===== config.mk =====
export PLATFORM = sky130hd
export DESIGN_NAME = audio_pdm_out
export DESIGN_NICKNAME = d
export VERILOG_FILES = /design/src/rtl/audio_pdm_out.sv
export SDC_FILE = /design/constraint.sdc
export NUM_CORES = 1
export LEC_CHECK = 0
export CAP_MARGIN = 20
export CORE_ASPECT_RATIO = 2
export CORE_MARGIN = 10
export CORE_UTILIZATION = 45
export CTS_CLUSTER_SIZE = 25
export DETAILED_ROUTE_END_ITERATION = 8
export GPL_ROUTABILITY_DRIVEN = 1
export GPL_TIMING_DRIVEN = 1
export MAX_ROUTING_LAYER = met4
export SETUP_SLACK_MARGIN = 0.4
export SKIP_CTS_REPAIR_TIMING = 1
export SLEW_MARGIN = 20
export SYNTH_ARGS = -nofsm -noshare
export SYNTH_HDL_FRONTEND = slang
export SYNTH_SLANG_ARGS = --single-unit

===== constraint.sdc =====
create_clock -name clk_i -period 6.5 [get_ports clk_i]
set_clock_uncertainty 0.05 [all_clocks]
set_input_delay 1.3 -clock clk_i [delete_from_list [all_inputs] [get_ports clk_i]]
set_output_delay 1.3 -clock clk_i [all_outputs]
set_load 0.02 [all_outputs]

===== src/rtl/audio_pdm_out.sv =====
// Audio output stage: PSG/tape source select, click-free gain crossfade and a
// 2nd-order delta-sigma modulator. Define AUDIO_DITHER_EN to add LFSR dither.
module audio_pdm_out #(
  parameter int               WIDTH      = 14,
  parameter logic [WIDTH-1:0] TAPE_LEVEL = 14'h2000,
  parameter int               RAMP_DIV   = 256
) (
  input  logic             clk_i,
  input  logic             res_n_i,
  input  logic [WIDTH-1:0] psg_in,
  input  logic             tape_in,
  input  logic             sel_in,
  output logic             dac_o,
  output logic             busy_o,
  output logic             sel_active_o
);
  localparam int IW = WIDTH + 4;
  localparam int SW = IW + 2;
  localparam int RW = $clog2(RAMP_DIV);
  localparam logic [RW-1:0]        RAMP_LAST = RW'(RAMP_DIV - 1);
  localparam logic [WIDTH-1:0]     FULL      = '1;
  localparam logic signed [SW-1:0] SAT_HI    = SW'((1 << (IW - 1)) - 1);
  localparam logic signed [SW-1:0] SAT_LO    = SW'(-(1 << (IW - 1)));

  typedef enum logic [1:0] {
    PLAY     = 2'd0,
    FADE_OUT = 2'd1,
    SWITCH   = 2'd2,
    FADE_IN  = 2'd3
  } state_t;

  function automatic logic signed [SW-1:0] ext_i(input logic signed [IW-1:0] v);
    return {{(SW - IW){v[IW-1]}}, v};
  endfunction

  function automatic logic signed [IW-1:0] sat_i(input logic signed [SW-1:0] v);
    logic signed [IW-1:0] r;
    if (v > SAT_HI) r = SAT_HI[IW-1:0];
    else if (v < SAT_LO) r = SAT_LO[IW-1:0];
    else r = v[IW-1:0];
    return r;
  endfunction

  state_t               state_r, state_n;
  logic [6:0]           gain_r, gain_n;
  logic [RW-1:0]        ramp_r, ramp_n;
  logic                 sel_r, sel_active_r, sel_active_n, busy_r, dac_r, tick_s;
  logic [WIDTH-1:0]     src_s, x_s, x_r, xm_s;
  logic signed [IW-1:0] i1_r, i2_r, i1n_s, i2n_s;
  logic signed [SW-1:0] fb_s, xe_s;

  assign dac_o        = dac_r;
  assign busy_o       = busy_r;
  assign sel_active_o = sel_active_r;
  assign tick_s       = (ramp_r == RAMP_LAST);

  // source mux and gain scaling; gain=64 passes src unchanged
  always_comb begin
    if (sel_active_r) begin
      if (tape_in) src_s = TAPE_LEVEL;
      else src_s = '0;
    end else begin
      src_s = psg_in;
    end
    x_s = WIDTH'(({7'd0, src_s} * {{WIDTH{1'b0}}, gain_r}) >> 3'd6);
  end

`ifdef AUDIO_DITHER_EN
  logic [15:0]    lfsr_r;
  logic [WIDTH:0] xd_s;

  // dither LFSR, taps 16/14/13/11
  always_ff @(posedge clk_i) begin
    if (!res_n_i) lfsr_r <= 16'hACE1;
    else lfsr_r <= {lfsr_r[14:0], lfsr_r[15] ^ lfsr_r[13] ^ lfsr_r[12] ^ lfsr_r[10]};
  end

  // add dither, clamp at full scale
  always_comb begin
    xd_s = {1'b0, x_r} + {{(WIDTH - 1){1'b0}}, lfsr_r[1:0]};
    if (xd_s[WIDTH]) xm_s = FULL;
    else xm_s = xd_s[WIDTH-1:0];
  end
`else
  assign xm_s = x_r;
`endif

  // fade sequencer: a fade may reverse mid-ramp from the current gain
  always_comb begin
    state_n      = state_r;
    gain_n       = gain_r;
    ramp_n       = '0;
    sel_active_n = sel_active_r;
    case (state_r)
      PLAY: begin
        if (sel_r != sel_active_r) state_n = FADE_OUT;
        else state_n = PLAY;
      end
      FADE_OUT: begin
        if (sel_r == sel_active_r) state_n = FADE_IN;
        else if (gain_r == 7'd0) state_n = SWITCH;
        else if (tick_s) begin
          gain_n = gain_r - 7'd1;
          if (gain_r == 7'd1) state_n = SWITCH;
          else state_n = FADE_OUT;
        end else ramp_n = ramp_r + RW'(1);
      end
      SWITCH: begin
        sel_active_n = sel_r;
        state_n      = FADE_IN;
      end
      FADE_IN: begin
        if (sel_r != sel_active_r) state_n = FADE_OUT;
        else if (gain_r == 7'd64) state_n = PLAY;
        else if (tick_s) begin
          gain_n = gain_r + 7'd1;
          if (gain_r == 7'd63) state_n = PLAY;
          else state_n = FADE_IN;
        end else ramp_n = ramp_r + RW'(1);
      end
      default: begin
        state_n = PLAY;
        gain_n  = 7'd64;
      end
    endcase
  end

  // control registers; reset adopts sel_in directly with no fade
  always_ff @(posedge clk_i) begin
    if (!res_n_i) begin
      state_r      <= PLAY;
      gain_r       <= 7'd64;
      ramp_r       <= '0;
      sel_r        <= sel_in;
      sel_active_r <= sel_in;
      busy_r       <= 1'b0;
      x_r          <= '0;
    end else begin
      state_r      <= state_n;
      gain_r       <= gain_n;
      ramp_r       <= ramp_n;
      sel_r        <= sel_in;
      sel_active_r <= sel_active_n;
      busy_r       <= (state_n != PLAY);
      x_r          <= x_s;
    end
  end

  // 2nd-order modulator arithmetic with saturating integrators
  always_comb begin
    if (dac_r) fb_s = $signed({{(SW - WIDTH){1'b0}}, FULL});
    else fb_s = '0;
    xe_s  = $signed({{(SW - WIDTH){1'b0}}, xm_s});
    i1n_s = sat_i(ext_i(i1_r) + xe_s - fb_s);
    i2n_s = sat_i(ext_i(i2_r) + ext_i(i1n_s) - fb_s);
  end

  // modulator state and 1-bit quantizer
  always_ff @(posedge clk_i) begin
    if (!res_n_i) begin
      i1_r  <= '0;
      i2_r  <= '0;
      dac_r <= 1'b0;
    end else begin
      i1_r  <= i1n_s;
      i2_r  <= i2n_s;
      dac_r <= !i2n_s[IW-1] && (i2n_s != '0);
    end
  end
endmodule


### Signal wires on met3

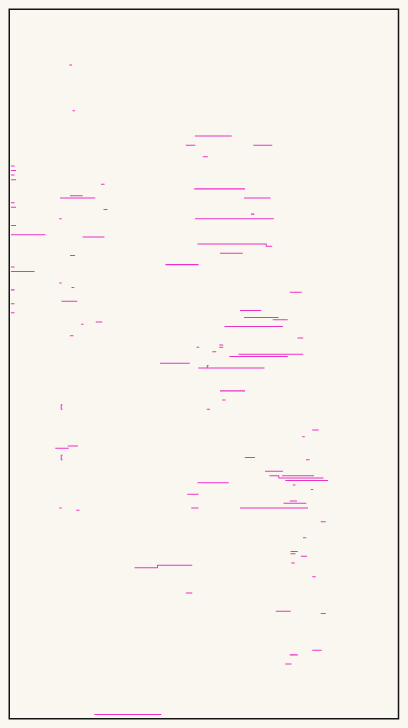
share of all routed wire: 2.0%
longest straight run: 23.0 microns
nets with wire on the layer: 54
wire length after detailed routing: 21420 microns
via count: 6716
met3 track utilization from global routing: 1.314%

### Clock wiring as the flow saved it

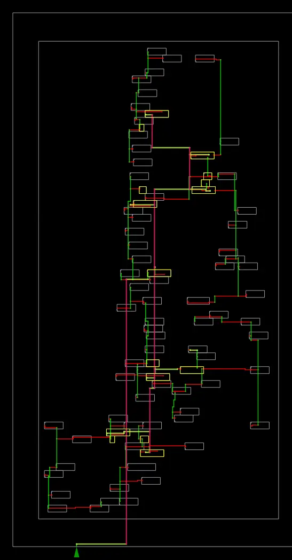
number of clock-tree buffers in the layout: 10
Insertion Delay late pin: 0.35 ns
CTS Buf Count: 9
number of clock sinks: 71

==> run notes <==
Physical implementation status

The required time reported for the critical path endpoint stands at 6.74 ns. By instance count, the cell type seen most on the critical path is sky130_fd_sc_hd__fa_2. Sorting the synthesized cells by how often they occur yields 179 x sky130_fd_sc_hd__inv_1, 94 x sky130_fd_sc_hd__nand2_1, 85 x sky130_fd_sc_hd__fa_1, 81 x sky130_fd_sc_hd__ha_1, 70 x sky130_fd_sc_hd__dfxtp_1. The report gives the cell count of the worst hold path as 1.

The count of cells in the finished layout, fillers not included, comes to 1250. The first global-routing pass estimated 32840 microns of wire. The floorplan core density stands at between 40 and 50%. The combined flip-flop and latch cell area stands at around 1400 sq um.

The number of maximum-capacitance constraint violations stands at 0. Among all stages on the critical path, the largest delay is contributed by sky130_fd_sc_hd__fa_1. The report lists the cells along the critical path as buf_12 > inv_8 > fa_1 > ha_4 > and3_4 > and2_4 > o2111ai_4 > o211ai_1 > o211a_2 > nand4_1 > nand3_4 > o21a_1 > fa_2 > fa_2 > a21o_1 > a221oi_4 > a2111oi_4 > o31a_1 > nor4b_2 > mux2i_1 > a221o_2 > clkbuf_16 > a21oi_2. STA classifies the critical path endpoint as a register. The number of unique standard cell types used by synthesis stands at 70. The run finished with clean final reports. The repair_antennas step left the layout with diodes totalling 0. TritonCTS built the clock tree. The post-synthesis instance area stands at 8099 sq um. Measured against its own limit, the worst slew margin works out to between 30% and 40%. The layout report lists the multi-input gate area as 6367 sq um.

After layout, the worst path uses 94.71% of the clock period. For this run, asynchronously set or reset flops after synthesis account for 0%. The count of input and output buffers stands at 20. The clock passes through at most 2 buffers.

Once routing completed, OpenROAD measured the worst setup slack at 0.3441 ns. The launch point of the critical path was reported as dac_o. The cell total in the yosys stat output stands at 964.

STA classifies the critical path startpoint as a register. The number of nets in the finished design stands at 1216. At the placement stage, the worst setup path has a slack of 0.09507 ns. Counting every instance in the synthesized netlist gives ~960. On the worst setup and hold paths after CTS, the clock-pin slew comes to 0.07 ns.

The maximum level of the CTS H-tree stands at 3. The final number of max-transition violations stands at 0. The worst endpoint data arrival time stands at 6.39 ns. The chip area in the Yosys report stands at 8099 sq um. Looking at the critical path, the highest net fanout was 8. The residual overflow from global routing stands at 0. The transition time recorded at the tightest slew-check pin is 0.9259 ns. The synthesis stat section lists a flop and latch total of 71. Setup slack on the worst reg-to-reg path comes out at 0.34 ns. For the final routed database, the setup TNS stands at 0 ns. The largest net degree at the start of global routing stands at 26. The total DRC errors in the routed layout stands at 0. Total global-route track usage over all layers is between 10% and 20%. The number of nets in the synthesized netlist stands at around 1.1k. The worst setup path is of the reg -> reg kind. The number of antenna violations at the first check in global routing came to 0.

Measured on the finished design, the core utilization comes to 55.36%. The number of fillers in the final layout stands at around 1.6k. The count of endpoints failing hold in the final timing report stands at 0. Setup repair after global routing could not meet its margin everywhere. Averaged over all synthesized cells, the footprint is roughly 8.4 sq um. The end-of-flow timing check tallies setup violations at 0. By instance count after routing, the leading logic cell types are 171 x sky130_fd_sc_hd__inv_1, 94 x sky130_fd_sc_hd__nand2_1, 81 x sky130_fd_sc_hd__fa_1.

In this design, the stage delay of the slowest critical-path cell is 0.48 ns. The number of global-route vias before repair stands at 6822. The synthesized design spends more area on one cell type than any other, namely sky130_fd_sc_hd__fa_1. The stage-log warning count stands at 29. The number of design-rule violations left by the first detailed-router iteration stands at 243.

Sorting the synthesized cells by area gives the leading types as sky130_fd_sc_hd__fa_1 21%, sky130_fd_sc_hd__dfxtp_1 17%, sky130_fd_sc_hd__ha_1 13%. STA lists the startpoint of the worst register-to-register path as dac_o. The synthesis log from Yosys contains 0 warnings. Counting I/O delays and the setup requirement, the final critical path takes 6.156 ns. After detailed placement, the design holds a cell count of 1206. The first detailed-routing pass took 4 iterations. Cells with a size suffix above 1 make up 17.36% of the layout.
### Supply network

Scale bar: 20 microns. Pins as bars on the die edge.
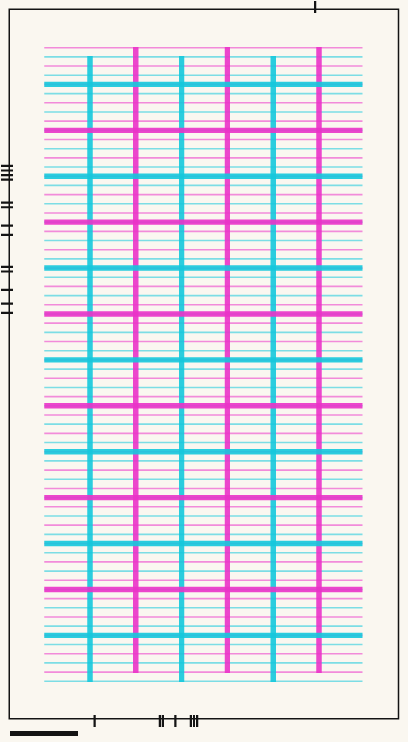
[magenta] VDD
[cyan] VSS
met1 rails: 70
met5 straps: 13
Core Footprint: 17700 sq um
horizontal die dimension: 114.9 microns

[metrics by stage]
stage	hold WS, ns
global placement	0.3980
detailed placement	0.4055
global route	0.4276
finish	0.4156
CTS	0.4188
floorplan	0.3797
[logic make-up (layout without fill, tap and decap cells)]
| group | Yosys count | after routing | synth area share, % |
|---|---|---|---|
| XOR/XNOR | 53 | 53 | 5.731 |
| adder cells (fa/ha/maj) | 166 | 166 | 33.52 |
| buffers and inverters | 204 | 276 | 9.794 |
| AND/OR/NAND/NOR | 273 | 274 | 16.75 |
| multiplexers | 7 | 7 | 0.9423 |
| flip-flops | 71 | 71 | 17.67 |
| AND-OR/OR-AND | 190 | 190 | 15.59 |
[routing by layer]
layer	global-route usage (%)	wire length, microns	vias to the layer above
met5	-	0	-
met4	8.705	969	0
met3	1.314	437	62
met2	34.89	12690	120
met1	15.56	7322	3240
li1	-	-	3294
[cell type report]
cell class                 count  area share, %
clock inverter                 6         0.4469
timing repair buffer          81          7.828
inverter                     179          6.934
multi-input combinational    690          64.99
sequential                    71          14.65
tap                          213          2.720
clock buffer                  10          2.439
[state kept, by name, summed over array words and instances (netlist names)]
name / cells
dac_o: 1
sel_active_o: 1
i1_r: 18
busy_o: 1
state_r: 2
i2_r: 18
ramp_r: 8
sel_r: 1
gain_r: 7
x_r: 14
[critical path: cells and delay by family, from the launching register on]
kind	cells	cell delay, ns
compound gates	10	2.31
fa+ha+maj	4	1.64
buf+inv	3	0.41
flops	1	0.45
mux	1	0.11
simple gates	5	1.11
